==> src/rtl/uart_frame_parser.sv <==
// Command-frame parser for the UART byte stream: checks sync, length and additive checksum,
// then holds each good frame and its payload until the consumer acknowledges it.
module uart_frame_parser #(
  parameter int unsigned MAX_LEN = 16,
  parameter int unsigned TIMEOUT = 50000,
  localparam int unsigned AW = (MAX_LEN > 1) ? $clog2(MAX_LEN) : 1,
  localparam int unsigned TW = $clog2(TIMEOUT + 1)
) (
  input  logic          clk,
  input  logic          rstn,
  input  logic [7:0]    in_dat,
  input  logic          in_ok,
  output logic          frame_valid,
  input  logic          frame_ack,
  output logic [7:0]    cmd,
  output logic [7:0]    len,
  input  logic [AW-1:0] rd_addr,
  output logic [7:0]    rd_data,
  output logic          frame_err,
  output logic [1:0]    err_code
);

  typedef enum logic [2:0] {StIdle, StSync1, StCmd, StLen, StData, StChk} state_e;

  state_e        state;
  logic [7:0]    cmd_cur;
  logic [7:0]    len_cur;
  logic [7:0]    sum;
  logic [AW:0]   cnt;
  logic          ovr;
  logic [TW-1:0] to_cnt;
  logic [7:0]    mem [MAX_LEN];

  logic          wr_en;
  logic [AW:0]   cnt_nxt;
  logic          last_byte;
  logic          to_hit;

  // A held payload is never overwritten: overrun frames only feed the checksum.
  assign wr_en     = in_ok && (state == StData) && !ovr;
  assign cnt_nxt   = cnt + 1'b1;
  assign last_byte = (32'(cnt_nxt) == 32'(len_cur));
  assign to_hit    = (to_cnt == TW'(TIMEOUT - 1));

  always_ff @(posedge clk or negedge rstn) begin
    if (!rstn) begin
      state       <= StIdle;
      cmd_cur     <= 8'h00;
      len_cur     <= 8'h00;
      sum         <= 8'h00;
      cnt         <= '0;
      ovr         <= 1'b0;
      to_cnt      <= '0;
      frame_valid <= 1'b0;
      cmd         <= 8'h00;
      len         <= 8'h00;
      frame_err   <= 1'b0;
      err_code    <= 2'd0;
    end else begin
      frame_err <= 1'b0;
      if (frame_valid && frame_ack) begin
        frame_valid <= 1'b0;
      end
      if (in_ok) begin
        to_cnt <= '0;
        unique case (state)
          StIdle: begin
            if (in_dat == 8'hA5) begin
              state <= StSync1;
            end
          end
          StSync1: begin
            if (in_dat == 8'h5A) begin
              state <= StCmd;
            end else if (in_dat != 8'hA5) begin
              state <= StIdle;
            end
          end
          StCmd: begin
            cmd_cur <= in_dat;
            sum     <= in_dat;
            ovr     <= frame_valid;
            state   <= StLen;
          end
          StLen: begin
            len_cur <= in_dat;
            sum     <= sum + in_dat;
            if (32'(in_dat) > MAX_LEN) begin
              frame_err <= 1'b1;
              err_code  <= 2'd2;
              state     <= StIdle;
            end else if (in_dat == 8'h00) begin
              state <= StChk;
            end else begin
              cnt   <= '0;
              state <= StData;
            end
          end
          StData: begin
            sum <= sum + in_dat;
            cnt <= cnt_nxt;
            if (last_byte) begin
              state <= StChk;
            end
          end
          StChk: begin
            if (in_dat != sum) begin
              frame_err <= 1'b1;
              err_code  <= 2'd1;
            end else if (ovr) begin
              frame_err <= 1'b1;
              err_code  <= 2'd0;
            end else begin
              cmd         <= cmd_cur;
              len         <= len_cur;
              frame_valid <= 1'b1;
            end
            state <= StIdle;
          end
          default: state <= StIdle;
        endcase
      end else if (state == StIdle) begin
        to_cnt <= '0;
      end else if (to_hit) begin
        to_cnt    <= '0;
        frame_err <= 1'b1;
        err_code  <= 2'd3;
        state     <= StIdle;
      end else begin
        to_cnt <= to_cnt + 1'b1;
      end
    end
  end

  // Payload storage is deliberately left out of reset.
  always_ff @(posedge clk) begin
    if (wr_en) begin
      mem[cnt[AW-1:0]] <= in_dat;
    end
  end

  always_ff @(posedge clk or negedge rstn) begin
    if (!rstn) begin
      rd_data <= 8'h00;
    end else if (32'(rd_addr) < MAX_LEN) begin
      rd_data <= mem[rd_addr];
    end else begin
      rd_data <= 8'h00;
    end
  end

endmodule

==> config.mk <==
export PLATFORM = sky130hd
export DESIGN_NAME = uart_frame_parser
export DESIGN_NICKNAME = d
export VERILOG_FILES = /design/src/rtl/uart_frame_parser.sv
export SDC_FILE = /design/constraint.sdc
export NUM_CORES = 1
export LEC_CHECK = 0
export ABC_AREA = 1
export CAP_MARGIN = 20
export CELL_PAD_IN_SITES_DETAIL_PLACEMENT = 0
export CELL_PAD_IN_SITES_GLOBAL_PLACEMENT = 1
export CORE_MARGIN = 2
export CORE_UTILIZATION = 39
export CTS_CLUSTER_SIZE = 10
export DETAILED_ROUTE_END_ITERATION = 8
export GPL_TIMING_DRIVEN = 0
export PLACE_DENSITY_LB_ADDON = 0.2
export SYNTH_ARGS = -nofsm -noshare
export SYNTH_HDL_FRONTEND = slang
export SYNTH_SLANG_ARGS = --single-unit
==> constraint.sdc <==
create_clock -name clk -period 2.7 [get_ports clk]
set_input_delay 0.405 -clock clk [delete_from_list [all_inputs] [get_ports clk]]
set_output_delay 0.405 -clock clk [all_outputs]
set_load 0.01 [all_outputs]
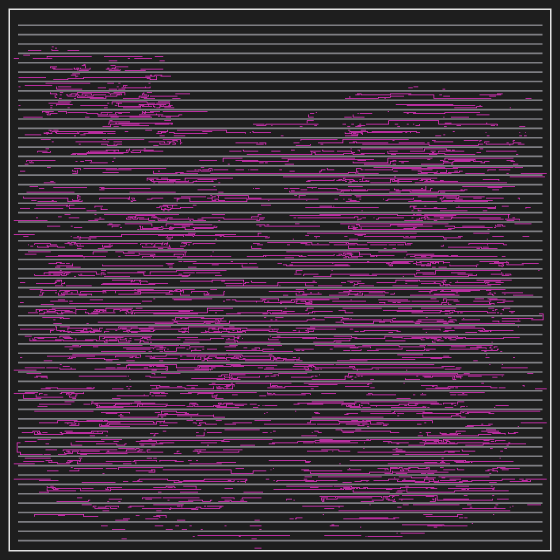
Run 1: M1 wires
Supply wires on this layer in gray.
share of all routed wire: 47%
longest straight run: 57.5 um

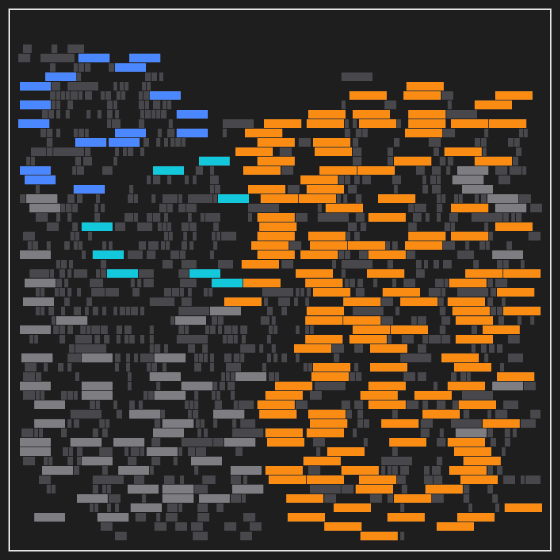
Run 1: register map, names as in the netlist
Other sequential cells in the stronger gray, the rest of the logic in the fainter gray.
legend:
  `mem`:
    color: orange
    flops: 128
  `sum`:
    color: cyan
    flops: 8
  `to_cnt`:
    color: blue
    flops: 16
    where: top left

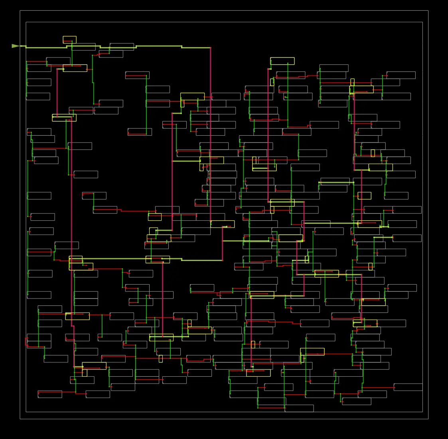
Run 1: clock routing
Late-Pin Clk Latency: 520 ps
total CTS buffers: 25
clk_skew: 7.919 ps
clk sinks: 205
flop count: 205

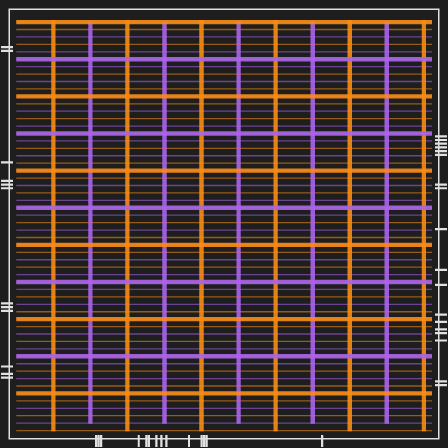
Run 1: supply network
Pins as bars on the die edge.
legend:
  VSS:
    color: orange
  VDD:
    color: purple
met5 straps: 11
met4 straps: 11
met1 rails: 56
rows: 55
maximum vdd ir drop: 0.3761 mV
DIE WIDTH: 156.8 um
Core ar.: 22780 um^2
die height: 156.8 um

==> out/metrics.csv, run 1 <==
stage,metric,value,unit
routing,post-route ant nets,0,
layout,non-clock buffering overhead in the final layout,0.05641,
layout,Area Overhead vs Synth,17.49,%
layout,Clock buf/inv share,0.06951,
synth,Mapped Nets,857,
global_routing,largest net degree at the start of global routing,61,
clock_tree,CTS Buffer Depth,3,
final_timing,worst-margin pin slew,1057,ps
clock_tree,clock slew at reported path FFs,50,ps
clock_tree,post-cts resize count,1,
status,status,finished clean,
pwr,Seq pwr share,0.449,
routing,Routed wire per std cell,17.82,um
placement,Place WS,-680.0,ps
layout,Post-Layout Cell Count,1229,
final_timing,setup ws final,148.3,ps
pwr,Total Power,0.008497,W
pwr,sequential power,0.00381,W
layout,Non-CTS buffers,74,
synth,Ys Warns,0,
synth,top cells by count,"edfxtp_1, nand2_1, inv_1, dfrtp_1, o21ai_0",
critical_path,slowest CP cell,nor2_1,
synth,multiplexer share of the synthesized area,0.03520,
clock_tree,CTS root buffer,clkbuf_16,
routing,drt first-iter violations,377,
final_timing,setup TNS,0,ps
pwr,Int Power,0.006022,W
final_timing,Setup Viol. Count Final,0,
pwr,P_comb,0.00164,W
synth,post-synth top area cell,edfxtp_1,
synth,Synth Seq Share,0.6341,
layout,Largest register FFs,128,
clock_tree,"Hold-fix buffers, CTS",1,
synth,Mean Syn Cell Area,10.99,um^2
critical_path,Crit Path Category,register to register,
critical_path,CP Data Arrival Time,2680,ps
pwr,top power group,registers,
run 1: cell usage in the layout (no fill, tap or decap), drive strengths merged, types with 4 or more instances in the layout:
| cell | netlist | routed |
|---|---|---|
| inv | 98 | 99 |
| dlymetal6s2s | 0 | 5 |
| nand2 | 133 | 133 |
| edfxtp | 128 | 128 |
| o22ai | 6 | 6 |
| o21bai | 4 | 4 |
| nand3 | 47 | 47 |
| nor3 | 16 | 16 |
| nor2 | 53 | 53 |
| o211ai | 33 | 33 |
| clkbuf | 16 | 58 |
| o21ai | 80 | 80 |
| dfrtp | 77 | 77 |
| ha | 12 | 12 |
| nand4 | 14 | 14 |
| clkdlybuf4s50 | 0 | 32 |
| mux2i | 32 | 32 |
| a21oi | 45 | 45 |
| a31oi | 5 | 5 |
| buf | 14 | 18 |
| xnor2 | 4 | 4 |
run 1: final timing paths:
path | cells after the start | startpoint | slack [ps] | to
worst max-delay path | 8 | state[0]$_DFFE_PN0P_ | 150 | mem[1][5]$_DFFE_PP_
worst min-delay path | 2 | in_ok | 200 | to_cnt[15]$_DFF_PN0_
worst max register to register | 8 | state[0]$_DFFE_PN0P_ | 150 | mem[1][5]$_DFFE_PP_
worst min register to register | 1 | to_cnt[0]$_DFF_PN0_ | 470 | to_cnt[0]$_DFF_PN0_
max in group asynchronous | 3 | rstn | 1760 | cnt[3]$_DFFE_PN0P_
min in group asynchronous | 2 | rstn | 320 | to_cnt[5]$_DFF_PN0_
run 1: per-layer routing:
| layer | part of all wire | wire length [um] |
|---|---|---|
| met2 | 0.45 | 9966 |
| met3 | 0.040 | 883 |
| met1 | 0.47 | 10260 |
| met4 | 0.036 | 795 |
| met5 | 0 | 0 |
Run 1, logic cells by family:
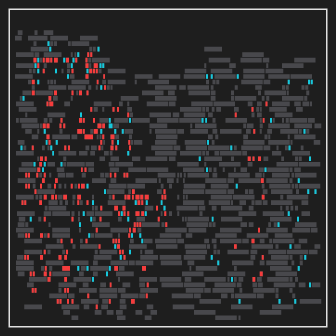

--- run 2 (diff from run 1) ---
CORE_MARGIN = unset   (was 2)
PLACE_DENSITY_LB_ADDON = 0.1   (was 0.2)
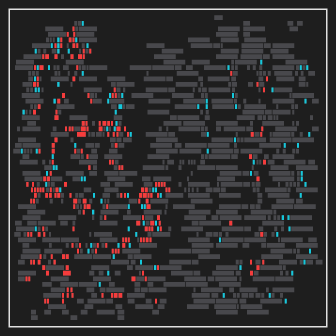
Run 2: logic cells by family
legend:
  inv cells:
    color: cyan
    cells: 98
    most_used: inv_1
    where: spread over the die
  nand cells:
    color: red
    cells: 195
    most_used: nand2_1
Post-Layout Cell Count: 1231
multi-input gate share of total cell area: 0.2627

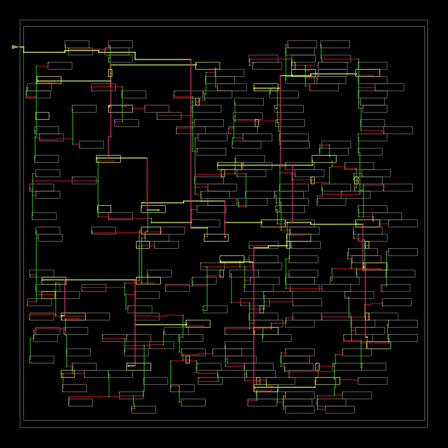
Run 2: clock routing
Clk. pwr: 0.00311 W
Clock buffer cells: 44
clk_skew: 11.33 ps

==> out/metrics.csv, run 2 <==
stage,metric,value,unit,change
synth,top cells by count,"edfxtp_1, nand2_1, inv_1, dfrtp_1, o21ai_0",,
synth,post-synth top area cell,edfxtp_1,,
floorplan,DIE WIDTH,154.8,um,-1.3%
clock_tree,CTS Buffer Depth,3,,unchanged
critical_path,slowest CP cell,clkdlybuf4s50_1,,
clock_tree,clk sinks,205,,unchanged
synth,number of enable flip-flop cells,128,,
clock_tree,clock slew at reported path FFs,50,ps,about the same
critical_path,worst reg2reg path endpoint,mem[9][1]$_DFFE_PP_,,
critical_path,worst r2r src,state[0]$_DFFE_PN0P_,,
pwr,Comb pwr share,0.193,,
routing,post-route ant nets,0,,unchanged
global_routing,largest net degree at the start of global routing,42,,-31%
routing,Routed wire per std cell,17.99,um,+0.93%
layout,most frequent cells in the layout,"nand2_1, edfxtp_1, inv_1, dfrtp_1, o21ai_0",,
critical_path,Worst Setup SP,in_dat[4],,
pwr,maximum vdd ir drop,0.4747,mV,+26%
critical_path,CP Data Arrival Time,2960,ps,+280 ps
status,status,finished clean,,
worst_hold_path,hold path cells,2,,unchanged
critical_path,Crit Path Category,input port to register,,
synth,chip area in the Yosys report,9100,um^2,
final_timing,Setup Viol. Count Final,0,,unchanged
critical_path,r2r setup slk,160,ps,about the same
worst_hold_path,Hold Crit Start,in_ok,,
synth,Mapped Nets,857,,unchanged
global_routing,vias in the first global route,6207,,
pwr,Seq pwr share,0.445,,-0.004
clock_tree,CTS root buffer,clkbuf_16,,
placement,Place WS,-662.3,ps,+17.63 ps
final_timing,setup TNS,0,ps,unchanged
pwr,top power group,registers,,
floorplan,Core ar.,22780,um^2,unchanged
routing,drt first-iter violations,392,,+4.0%
critical_path,R2R depth,8,,unchanged
clock_tree,total CTS buffers,25,,unchanged
layout,Area Overhead vs Synth,17.64,%,
worst_hold_path,WHS Endpoint,to_cnt[15]$_DFF_PN0_,,
synth,Ys Warns,0,,unchanged
final_timing,worst-margin pin slew,1047,ps,-10.04 ps
final_timing,setup ws final,150.7,ps,+2.392 ps
synth,Synth Seq Share,0.6341,,unchanged
floorplan,die height,154.8,um,-1.3%
synth,Mean Syn Cell Area,10.99,um^2,unchanged
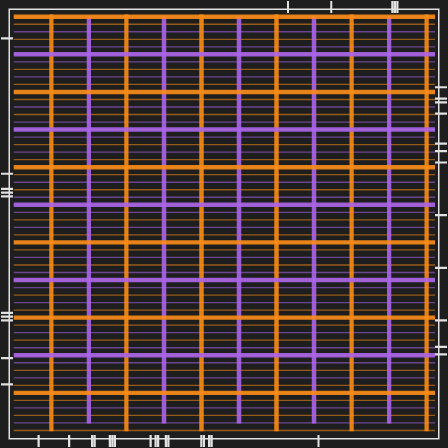
Run 2: supply network
Pins as bars on the die edge.
legend:
  VSS:
    color: orange
  VDD:
    color: purple
signal pins: 44
met5 straps: 11
met4 straps: 11

[run 2: metrics by stage]
step | utilization | total power, W | hold slack [ps] | cell area [um^2]
6_report | 0.4700 | 0.008577 | 204.4 | 10710
4_1_cts | 0.4693 | 0.008668 | 189.7 | 10690
5_1_grt | 0.4700 | 0.009072 | 199.8 | 10710
3_3_place_gp | 0.4338 | 0.005507 | 447.9 | 9882
2_1_floorplan | - | 0.005008 | 109.4 | 9100
3_5_place_dp | 0.4352 | 0.005532 | 434.6 | 9912
[run 2: cell families (layout without fill, tap and decap cells)]
kind of cell,after synthesis,in the layout,synth area share
AOI/OAI and AO/OA,177,177,0.1138
and+or+nand+nor,266,266,0.1346
DFF,205,205,0.6341
muxes,32,32,0.03520
buffers and inverters,128,218,0.05678
adders and majority gates,13,13,0.01870
xor gates and xnor gates,7,7,0.006737
[run 2: cell type report]
type                       instances  area (um^2)  share of cell area
sequential                       205         5771              0.5390
clock buffer                      44        747.0             0.06978
inverter                          98        370.4             0.03460
multi-input combinational        495         2813              0.2627
clock inverter                     2        23.77            0.002221
tap                              313        391.6             0.03658
timing repair buffer              44        442.9             0.04137
buffer                            30        146.4             0.01367
[run 2: timing repair]
item | CTS | global route
setup endpoints to repair | 19 | 19
gates cloned | 0 | 0
resized | 2 | 4
endpoints found under the hold margin | 40 | 0
hold buffers | 1 | 0
[run 2: worst max-delay path: cells and delay by family]
kind / cells / cell delay [ps]
AND-OR/OR-AND: 1 / 50
adder cells (fa/ha/maj): 1 / 610
buffers and inverters: 2 / 1070
AND/OR/NAND/NOR: 5 / 810
[run 2: layer usage]
metal	GRT usage	up-vias	wire length, um
met5	0	-	0
met2	0.3258	147	10730
met3	0.02830	40	992
li1	-	3031	-
met1	0.2534	3016	9869
met4	0.05328	0	555
Run 2, register map, names as in the netlist:
Other sequential cells in the stronger gray, the rest of the logic in the fainter gray.
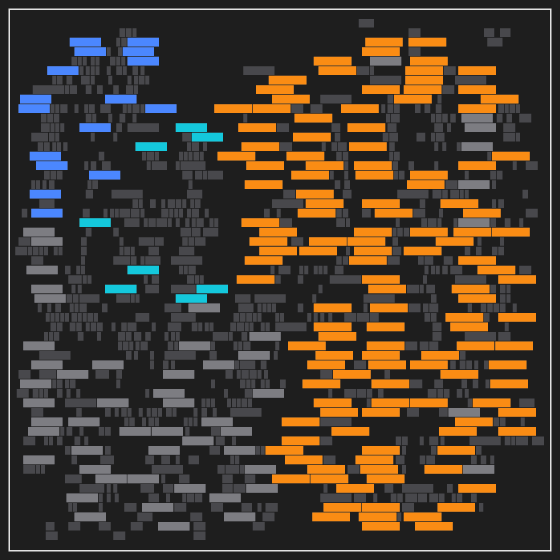

--- run 3 (diff from run 2) ---
CORE_MARGIN = 2   (was unset)
TNS_END_PERCENT = 5   (was unset)
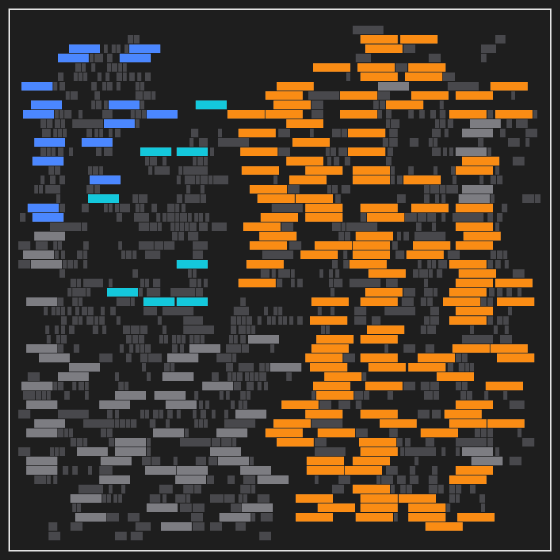
Run 3: register map, names as in the netlist
Other sequential cells in the stronger gray, the rest of the logic in the fainter gray.
legend:
  `mem`:
    color: orange
    flops: 128
  `to_cnt`:
    color: blue
    flops: 16
    where: top left
  `sum`:
    color: cyan
    flops: 8
not colored: 53
Flop area: 5771 um^2
Seq/total area: 0.5437
sequential power: 0.00382 W
Post-Route Utilization: 0.4660

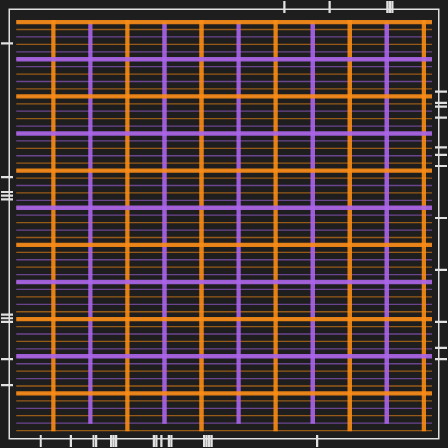
Run 3: supply network
Pins as bars on the die edge.
legend:
  VDD:
    color: purple
  VSS:
    color: orange
signal pins: 44
met1 rails: 56
met5 straps: 11
rows: 55

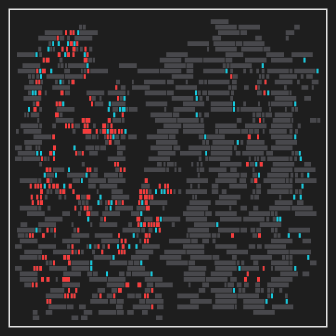
Run 3: logic cells by family
legend:
  inv cells:
    color: cyan
    cells: 98
    most_used: inv_1
    where: spread over the die
  nand cells:
    color: red
    cells: 195
    most_used: nand2_1

==> out/metrics.csv, run 3 <==
stage,metric,value,unit,change
layout,Post-Layout Cell Count,1227,,-0.32%
routing,Routed wire per std cell,18.28,um,+1.6%
final_timing,clk_skew,18.97,ps,+7.641 ps
critical_path,WP buf/inv,2,,unchanged
global_routing,M3 GR Usage,0.02825,,-0.00005222
floorplan,die height,156.8,um,+1.3%
clock_tree,CTS root buffer,clkbuf_16,,
critical_path,Crit Path Category,input port to register,,
synth,top cells by count,"edfxtp_1, nand2_1, inv_1, dfrtp_1, o21ai_0",,
critical_path,CP top delay family,buffers and inverters,,
routing,top layer in use,met4,,
placement,"Cell Area, Placed",9912,um^2,unchanged
pwr,maximum vdd ir drop,0.5645,mV,+19%
routing,post-route ant nets,0,,unchanged
clock_tree,clock slew at reported path FFs,60,ps,about the same
global_routing,largest net degree at the start of global routing,42,,unchanged
status,status,finished clean,,
critical_path,slowest CP cell,clkdlybuf4s50_1,,
layout,most frequent cells in the layout,"nand2_1, edfxtp_1, inv_1, dfrtp_1, o21ai_0",,
floorplan,DIE WIDTH,156.8,um,+1.3%
clock_tree,clk sinks,205,,unchanged
routing,DR WL met3,1012,um,+2.0%
synth,number of enable flip-flop cells,128,,unchanged
-- run 3: cell counts after synthesis --
No cell type changed its count.
-- run 3: final timing paths --
path | end | slack, ps | depth (start not counted) | startpoint
max | len[2]$_DFFE_PN0P_ | 170 | 9 | in_dat[4]
min | to_cnt[15]$_DFF_PN0_ | 220 | 2 | in_ok
max reg2reg | mem[9][5]$_DFFE_PP_ | 170 | 8 | state[0]$_DFFE_PN0P_
min reg2reg | to_cnt[0]$_DFF_PN0_ | 460 | 1 | to_cnt[0]$_DFF_PN0_
max in group asynchronous | cmd[3]$_DFFE_PN0P_ | 1660 | 3 | rstn
min in group asynchronous | cmd[2]$_DFFE_PN0P_ | 430 | 2 | rstn
-- run 3: worst reg2reg max path, cell delays in order, from the launching register on --
cell and delay, ps:
dfrtp_1 350, buf_2 170, nor3_4 260, inv_2 70
nor2_4 130, inv_2 100, nor2_4 150, nand2_1 150
nor2_1 780
-- run 3: report_power, final --
part	internal, W	switching, W
Combinational	0.000588	0.00107
Sequential	0.00362	0.000202
Clock	0.00166	0.00120
-- run 3: what timing repair did --
action	in CTS	in global routing
endpoints found under the setup margin	19	19
hold endpoints to repair	40	0
hold buffers	1	0
resized	2	6
-- run 3: cells by family after synthesis --
family | share of synthesized area
flops | 0.6341
fa+ha+maj | 0.01870
compound gates | 0.1138
mux | 0.03520
xor+xnor | 0.006737
buf+inv | 0.05678
simple gates | 0.1346
-- run 3: area by class of cell --
class                           instances  area [um^2]  area share
Sequential cell                       205         5771      0.5437
Clock buffer                           41        664.4     0.06260
Clock inverter                          1        16.27    0.001532
Buffer                                 30        146.4     0.01379
Multi-Input combinational cell        495         2813      0.2650
Tap cell                              313        391.6     0.03690
Inverter                               98        370.4     0.03489
Timing Repair Buffer                   44        441.7     0.04161
Power is estimated from default activity; no workload was simulated.
